### src/rtl/idu_stage.sv
// rtl/idu_stage.sv - registered RV32I decode stage feeding the ALU through a one-entry output register
// Optional IDU_RVE_EN: RV32E decoding (register fields with bit4 set are illegal, read-address bit4 forced to 0).
`ifndef ALU_ADD
`define ALU_ADD  4'b0000
`endif
`ifndef ALU_SUB
`define ALU_SUB  4'b0001
`endif
`ifndef ALU_AND
`define ALU_AND  4'b0010
`endif
`ifndef ALU_OR
`define ALU_OR   4'b0011
`endif
`ifndef ALU_XOR
`define ALU_XOR  4'b0100
`endif
`ifndef ALU_SLT
`define ALU_SLT  4'b0101
`endif
`ifndef ALU_SLTU
`define ALU_SLTU 4'b1101
`endif

module idu_stage #(
  parameter int XLEN = 32
) (
  input  logic            clk,
  input  logic            rst_n,
  input  logic            in_valid,
  output logic            in_ready,
  input  logic [31:0]     in_inst,
  input  logic [XLEN-1:0] in_pc,
  output logic [4:0]      rs1_addr,
  output logic [4:0]      rs2_addr,
  input  logic [XLEN-1:0] rs1_data,
  input  logic [XLEN-1:0] rs2_data,
  output logic            out_valid,
  input  logic            out_ready,
  output logic [3:0]      alu_op,
  output logic [XLEN-1:0] alu_a,
  output logic [XLEN-1:0] alu_b,
  output logic [XLEN-1:0] out_pc,
  output logic [XLEN-1:0] out_imm,
  output logic [4:0]      rd,
  output logic            rd_wen,
  output logic            is_branch,
  output logic            is_jal,
  output logic            is_jalr,
  output logic            is_load,
  output logic            is_store,
  output logic            is_ebreak,
  output logic            illegal,
  output logic [31:0]     inst_cnt
);

  localparam logic [6:0] OPC_OP     = 7'b0110011;
  localparam logic [6:0] OPC_OPIMM  = 7'b0010011;
  localparam logic [6:0] OPC_LUI    = 7'b0110111;
  localparam logic [6:0] OPC_AUIPC  = 7'b0010111;
  localparam logic [6:0] OPC_JAL    = 7'b1101111;
  localparam logic [6:0] OPC_JALR   = 7'b1100111;
  localparam logic [6:0] OPC_BRANCH = 7'b1100011;
  localparam logic [6:0] OPC_LOAD   = 7'b0000011;
  localparam logic [6:0] OPC_STORE  = 7'b0100011;
  localparam logic [6:0] OPC_SYSTEM = 7'b1110011;

  typedef struct packed {
    logic [3:0]      op;
    logic [XLEN-1:0] a;
    logic [XLEN-1:0] b;
    logic [XLEN-1:0] pc;
    logic [XLEN-1:0] imm;
    logic [4:0]      rd;
    logic            wen;
    logic            branch;
    logic            jal;
    logic            jalr;
    logic            load;
    logic            store;
    logic            ebreak;
    logic            illegal;
  } bundle_t;

  typedef enum logic {EMPTY, FULL} state_t;

  state_t  state, state_n;
  bundle_t dec, q;
  logic    legal, wen_raw, rve_bad, accept;

  wire [6:0] opcode = in_inst[6:0];
  wire [2:0] funct3 = in_inst[14:12];
  wire [6:0] funct7 = in_inst[31:25];

  wire [31:0] imm_i = {{20{in_inst[31]}}, in_inst[31:20]};
  wire [31:0] imm_s = {{20{in_inst[31]}}, in_inst[31:25], in_inst[11:7]};
  wire [31:0] imm_b = {{19{in_inst[31]}}, in_inst[31], in_inst[7], in_inst[30:25], in_inst[11:8], 1'b0};
  wire [31:0] imm_u = {in_inst[31:12], 12'b0};
  wire [31:0] imm_j = {{11{in_inst[31]}}, in_inst[31], in_inst[19:12], in_inst[20], in_inst[30:21], 1'b0};

`ifdef IDU_RVE_EN
  logic rd_used, rs1_used, rs2_used;
  assign rd_used  = (opcode == OPC_OP) || (opcode == OPC_OPIMM) || (opcode == OPC_LUI) ||
                    (opcode == OPC_AUIPC) || (opcode == OPC_JAL) || (opcode == OPC_JALR) ||
                    (opcode == OPC_LOAD);
  assign rs1_used = (opcode == OPC_OP) || (opcode == OPC_OPIMM) || (opcode == OPC_JALR) ||
                    (opcode == OPC_BRANCH) || (opcode == OPC_LOAD) || (opcode == OPC_STORE);
  assign rs2_used = (opcode == OPC_OP) || (opcode == OPC_BRANCH) || (opcode == OPC_STORE);
  assign rve_bad  = (rd_used && in_inst[11]) || (rs1_used && in_inst[19]) || (rs2_used && in_inst[24]);
  assign rs1_addr = {1'b0, in_inst[18:15]};
  assign rs2_addr = {1'b0, in_inst[23:20]};
`else
  assign rve_bad  = 1'b0;
  assign rs1_addr = in_inst[19:15];
  assign rs2_addr = in_inst[24:20];
`endif

  always_comb begin
    dec     = '0;
    dec.op  = `ALU_ADD;
    dec.pc  = in_pc;
    dec.rd  = in_inst[11:7];
    legal   = 1'b0;
    wen_raw = 1'b0;
    unique case (opcode)
      OPC_OP: begin
        dec.a   = rs1_data;
        dec.b   = rs2_data;
        wen_raw = 1'b1;
        if (funct7 == 7'b0000000) begin
          legal = 1'b1;
          case (funct3)
            3'b000:  dec.op = `ALU_ADD;
            3'b100:  dec.op = `ALU_XOR;
            3'b110:  dec.op = `ALU_OR;
            3'b111:  dec.op = `ALU_AND;
            3'b010:  dec.op = `ALU_SLT;
            3'b011:  dec.op = `ALU_SLTU;
            default: legal  = 1'b0;
          endcase
        end else if (funct7 == 7'b0100000 && funct3 == 3'b000) begin
          legal  = 1'b1;
          dec.op = `ALU_SUB;
        end
      end
      OPC_OPIMM: begin
        dec.a   = rs1_data;
        dec.b   = XLEN'($signed(imm_i));
        dec.imm = XLEN'($signed(imm_i));
        wen_raw = 1'b1;
        legal   = 1'b1;
        case (funct3)
          3'b000:  dec.op = `ALU_ADD;
          3'b100:  dec.op = `ALU_XOR;
          3'b110:  dec.op = `ALU_OR;
          3'b111:  dec.op = `ALU_AND;
          3'b011:  dec.op = `ALU_SLTU;
          default: legal  = 1'b0;
        endcase
      end
      OPC_LUI: begin
        dec.b   = XLEN'($signed(imm_u));
        dec.imm = XLEN'($signed(imm_u));
        wen_raw = 1'b1;
        legal   = 1'b1;
      end
      OPC_AUIPC: begin
        dec.a   = in_pc;
        dec.b   = XLEN'($signed(imm_u));
        dec.imm = XLEN'($signed(imm_u));
        wen_raw = 1'b1;
        legal   = 1'b1;
      end
      OPC_JAL: begin
        dec.a   = in_pc;
        dec.b   = XLEN'(4);
        dec.imm = XLEN'($signed(imm_j));
        dec.jal = 1'b1;
        wen_raw = 1'b1;
        legal   = 1'b1;
      end
      OPC_JALR: begin
        dec.a    = in_pc;
        dec.b    = XLEN'(4);
        dec.imm  = XLEN'($signed(imm_i));
        dec.jalr = 1'b1;
        wen_raw  = 1'b1;
        legal    = (funct3 == 3'b000);
      end
      OPC_BRANCH: begin
        dec.op     = `ALU_SUB;
        dec.a      = rs1_data;
        dec.b      = rs2_data;
        dec.imm    = XLEN'($signed(imm_b));
        dec.branch = 1'b1;
        legal      = (funct3 == 3'b000) || (funct3 == 3'b001);
      end
      OPC_LOAD: begin
        dec.a    = rs1_data;
        dec.b    = XLEN'($signed(imm_i));
        dec.imm  = XLEN'($signed(imm_i));
        dec.load = 1'b1;
        wen_raw  = 1'b1;
        legal    = (funct3 == 3'b010);
      end
      OPC_STORE: begin
        dec.a     = rs1_data;
        dec.b     = XLEN'($signed(imm_s));
        dec.imm   = XLEN'($signed(imm_s));
        dec.store = 1'b1;
        legal     = (funct3 == 3'b010);
      end
      OPC_SYSTEM: begin
        dec.ebreak = (in_inst == 32'h0010_0073);
        legal      = dec.ebreak;
      end
      default: legal = 1'b0;
    endcase
    if (rve_bad) legal = 1'b0;
    // Undecodable words still flow downstream, but as an inert ADD 0,0 with no side effects.
    if (!legal) begin
      dec.op     = `ALU_ADD;
      dec.a      = '0;
      dec.b      = '0;
      dec.branch = 1'b0;
      dec.jal    = 1'b0;
      dec.jalr   = 1'b0;
      dec.load   = 1'b0;
      dec.store  = 1'b0;
      dec.ebreak = 1'b0;
      wen_raw    = 1'b0;
    end
    dec.illegal = !legal;
    dec.wen     = wen_raw && (in_inst[11:7] != 5'd0);
  end

  always_comb begin
    state_n = state;
    case (state)
      EMPTY:   if (in_valid) state_n = FULL;
      FULL:    if (out_ready) state_n = in_valid ? FULL : EMPTY;
      default: state_n = EMPTY;
    endcase
  end

  assign in_ready  = (state == EMPTY) || out_ready;
  assign out_valid = (state == FULL);
  assign accept    = in_valid && in_ready;

  always_ff @(posedge clk or negedge rst_n) begin
    if (!rst_n) begin
      state    <= EMPTY;
      q        <= '0;
      inst_cnt <= '0;
    end else begin
      state <= state_n;
      if (accept) begin
        q        <= dec;
        inst_cnt <= inst_cnt + 32'd1;
      end
    end
  end

  assign alu_op    = q.op;
  assign alu_a     = q.a;
  assign alu_b     = q.b;
  assign out_pc    = q.pc;
  assign out_imm   = q.imm;
  assign rd        = q.rd;
  assign rd_wen    = q.wen;
  assign is_branch = q.branch;
  assign is_jal    = q.jal;
  assign is_jalr   = q.jalr;
  assign is_load   = q.load;
  assign is_store  = q.store;
  assign is_ebreak = q.ebreak;
  assign illegal   = q.illegal;

endmodule

### config.mk
export PLATFORM = sky130hd
export DESIGN_NAME = idu_stage
export DESIGN_NICKNAME = d
export VERILOG_FILES = /design/src/rtl/idu_stage.sv
export SDC_FILE = /design/constraint.sdc
export NUM_CORES = 1
export LEC_CHECK = 0
export CAP_MARGIN = 10
export CORE_UTILIZATION = 48
export DETAILED_ROUTE_END_ITERATION = 12
export GPL_TIMING_DRIVEN = 1
export PLACE_DENSITY_LB_ADDON = 0.08
export SYNTH_ARGS = -nofsm -noshare
export SYNTH_HDL_FRONTEND = slang
export SYNTH_SLANG_ARGS = --single-unit
### constraint.sdc
create_clock -name clk -period 3.4 [get_ports clk]
set_input_delay 0.85 -clock clk [delete_from_list [all_inputs] [get_ports clk]]
set_output_delay 0.85 -clock clk [all_outputs]
set_load 0.03 [all_outputs]
==> images/metal_density.png <==
Drawn at 3 px/um. 27 x 27 tiles, from white (low) to dark blue (high), scaled to the fullest tile. Values are wire area over tile area, all layers added.
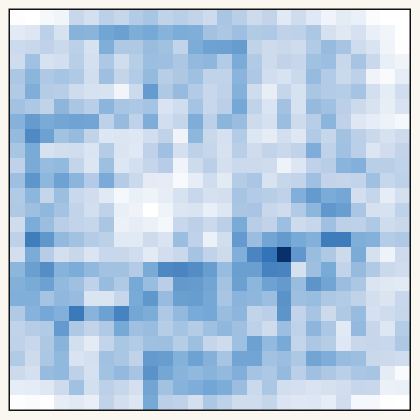
11% of the tiles are over half the peak. The densest ninth of the die: bottom centre. 1.5% of the tiles are nearly empty.

==> images/congestion.png <==
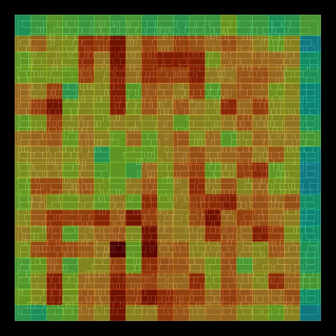
met1 usage in global routing: 39.1%
average wire length per cell after detail routing: 18.8 um
GRT busiest layer: met2

==> images/logic_types.png <==
Drawn at 3 px/um.
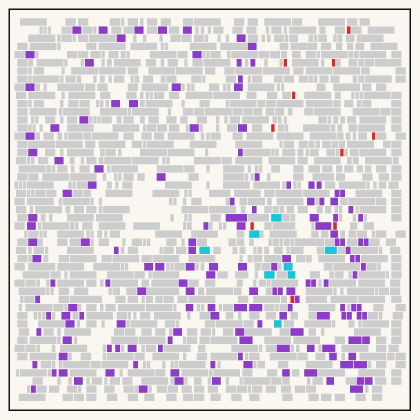
inverting AOI/OAI gates: marked purple, cells 153, where widely spread. inverters: marked red, cells 10. AND-OR and OR-AND gates: marked cyan, cells 8.

==> images/clk_routes.png <==
Drawn at 4 px/um.
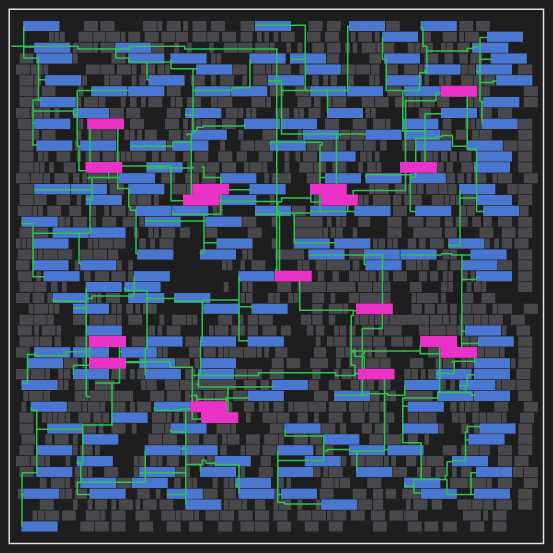
flip-flops: marked blue, count 178. clock drivers: marked magenta, count 17. clock wires: marked green, length 2150 um.
Position of the flops: widely spread.

==> images/io_fan.png <==
Drawn at 4 px/um.
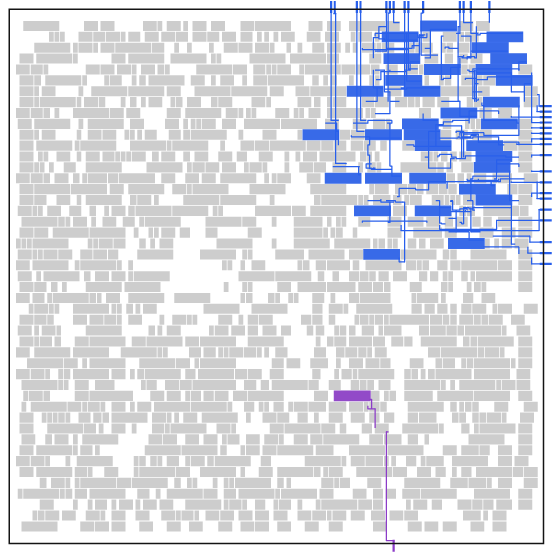
`is_branch`: marked purple, bits 1, direction output, edge bottom, end cells 1, buffers 1, wire 39.8 um. `inst_cnt`: marked blue, bits 32, direction output, edge 18 right, 14 top, end cells 32, buffers 32, wire 1260 um.

==> flow_metrics.rpt <==
IMPLEMENTATION SUMMARY REPORT
----------------------------------------------------
[Run status]
  Status ........................ complete, no violations

[Setup path]
  Kind of cell adding the most delay to the critical path ........................ buffers and inverters
  Beginning of the critical path ........................ in_inst[21]
  Cell with the largest stage delay on the worst path ........................ sky130_fd_sc_hd__clkdlybuf4s50_1
  Register-to-Register Path Depth ........................ 6
  Launching point of the worst reg2reg path ........................ out_valid
  Worst r2r dst ........................ out_imm[31]
  Worst setup SP type ........................ input pin
  Capturing element of the worst setup path ........................ rs2_addr[1]

[Power]
  Combinational power share ........................ 25.9%
  Lkg Pwr ........................ 5.30 nW
  Part of the total power dissipated in sequential elements ........................ 40.7%

[Timing]
  Post-Route Setup TNS ........................ 0 ns
  Setup-violating endpoint count in the final report ........................ 0
  RSZ-0062 raised after global routing ........................ false
  Period minus WS final ........................ 3.11 ns
  Final hold viol count ........................ 0
  Period utilization ........................ 91.4%
  Max frequency ........................ 322 MHz
  Slew headroom ........................ 20.9%

[Global routing]
  Total congestion overflow ........................ 0
  GR met3 Demand/Resource ........................ 9.51%
  Global-route wire length before repair ........................ 42.3 mm
  Vias in the first global route ........................ 7736

[Clock tree]
  Clk root buf ........................ sky130_fd_sc_hd__clkbuf_16
  Hold Buf Count CTS ........................ 0
  PostCTS Resize Cnt ........................ 0
  Buffers inserted during post-CTS setup optimization ........................ 0
  Maximum buffer depth of the clock tree ........................ 2
  Clock-pin transition on the worst setup and hold timing paths ........................ 0.07 ns

[Route]
  Length of routed met3 wiring ........................ 2.31 mm
  Wire length after detailed routing ........................ 26.5 mm
  Met2 routed wirelength ........................ 13.0 mm
  Met1 WL ........................ 10.5 mm

[Logic synthesis]
  Cell types with the highest counts after synthesis ........................ sky130_fd_sc_hd__nand2_1, sky130_fd_sc_hd__dfrtp_1, sky130_fd_sc_hd__nor2_1
  Syn. warnings ........................ 0
  Cell area after synthesis ........................ 8260 um2
  Share of the synthesized area in the top cell type ........................ 53.9%
  Asr flop ratio synth ........................ 100%
  Count of library flops with an enable pin ........................ 0
  Number of synthesized register bits ........................ 178

[Floorplan]
  # IOs ........................ 321

[Layout]
  Final net count ........................ 1307

[Placement]
  Worst setup slack before clock tree synthesis ........................ 0.0839 ns

----------------------------------------------------
[logic make-up (layout without fill, tap and decap cells)]
logic type	Yosys count	in the layout	synth area share [%]
simple gates	413	413	22.8
flops	178	178	53.9
compound gates	161	161	14.8
buf+inv	81	401	4.86
xor+xnor	33	33	3.50
fa+ha+maj	1	1	0.151
other cells	0	1	0
[flip-flops by register name, summed over array words and instances (netlist names), 4 cells and up]
| register | count |
|---|---|
| alu_a | 32 |
| alu_b | 32 |
| inst_cnt | 32 |
| out_imm | 32 |
| out_pc | 32 |
| rd | 5 |
| alu_op | 4 |
[power groups by stage]
stage          combinational (mW)  sequential [mW]  clock, mW
6_report                     1.55             2.44       2.01
3_3_place_gp                 1.54             2.47          0
4_1_cts                      1.56             2.44       2.04
3_5_place_dp                 1.55             2.48          0
2_1_floorplan               0.397             2.86          0
5_1_grt                      1.65             2.47       2.12
[worst min-delay path by stage]
stage	start	to	slack, ns
finish	rst_n	alu_b[18]	0.40
global route	rst_n	alu_b[12]	0.43
CTS	rst_n	alu_b[18]	0.42
detailed placement	inst_cnt[31]	inst_cnt[31]	0.46
global placement	alu_op[2]	alu_op[2]	0.46
floorplan	rst_n	alu_a[0]	0.55
[layout make-up]
| cell class | instances | area [um2] | area share [%] |
|---|---|---|---|
| Antenna cell | 1 | 2.50 | 0.0202 |
| Inverter | 10 | 37.5 | 0.303 |
| Tap cell | 220 | 275 | 2.22 |
| Clock buffer | 19 | 453 | 3.66 |
| Sequential cell | 178 | 4450 | 35.9 |
| Timing Repair Buffer | 359 | 3570 | 28.8 |
| Clock inverter | 13 | 151 | 1.22 |
| Multi-Input combinational cell | 608 | 3450 | 27.8 |
Power is estimated from default activity; no workload was simulated.
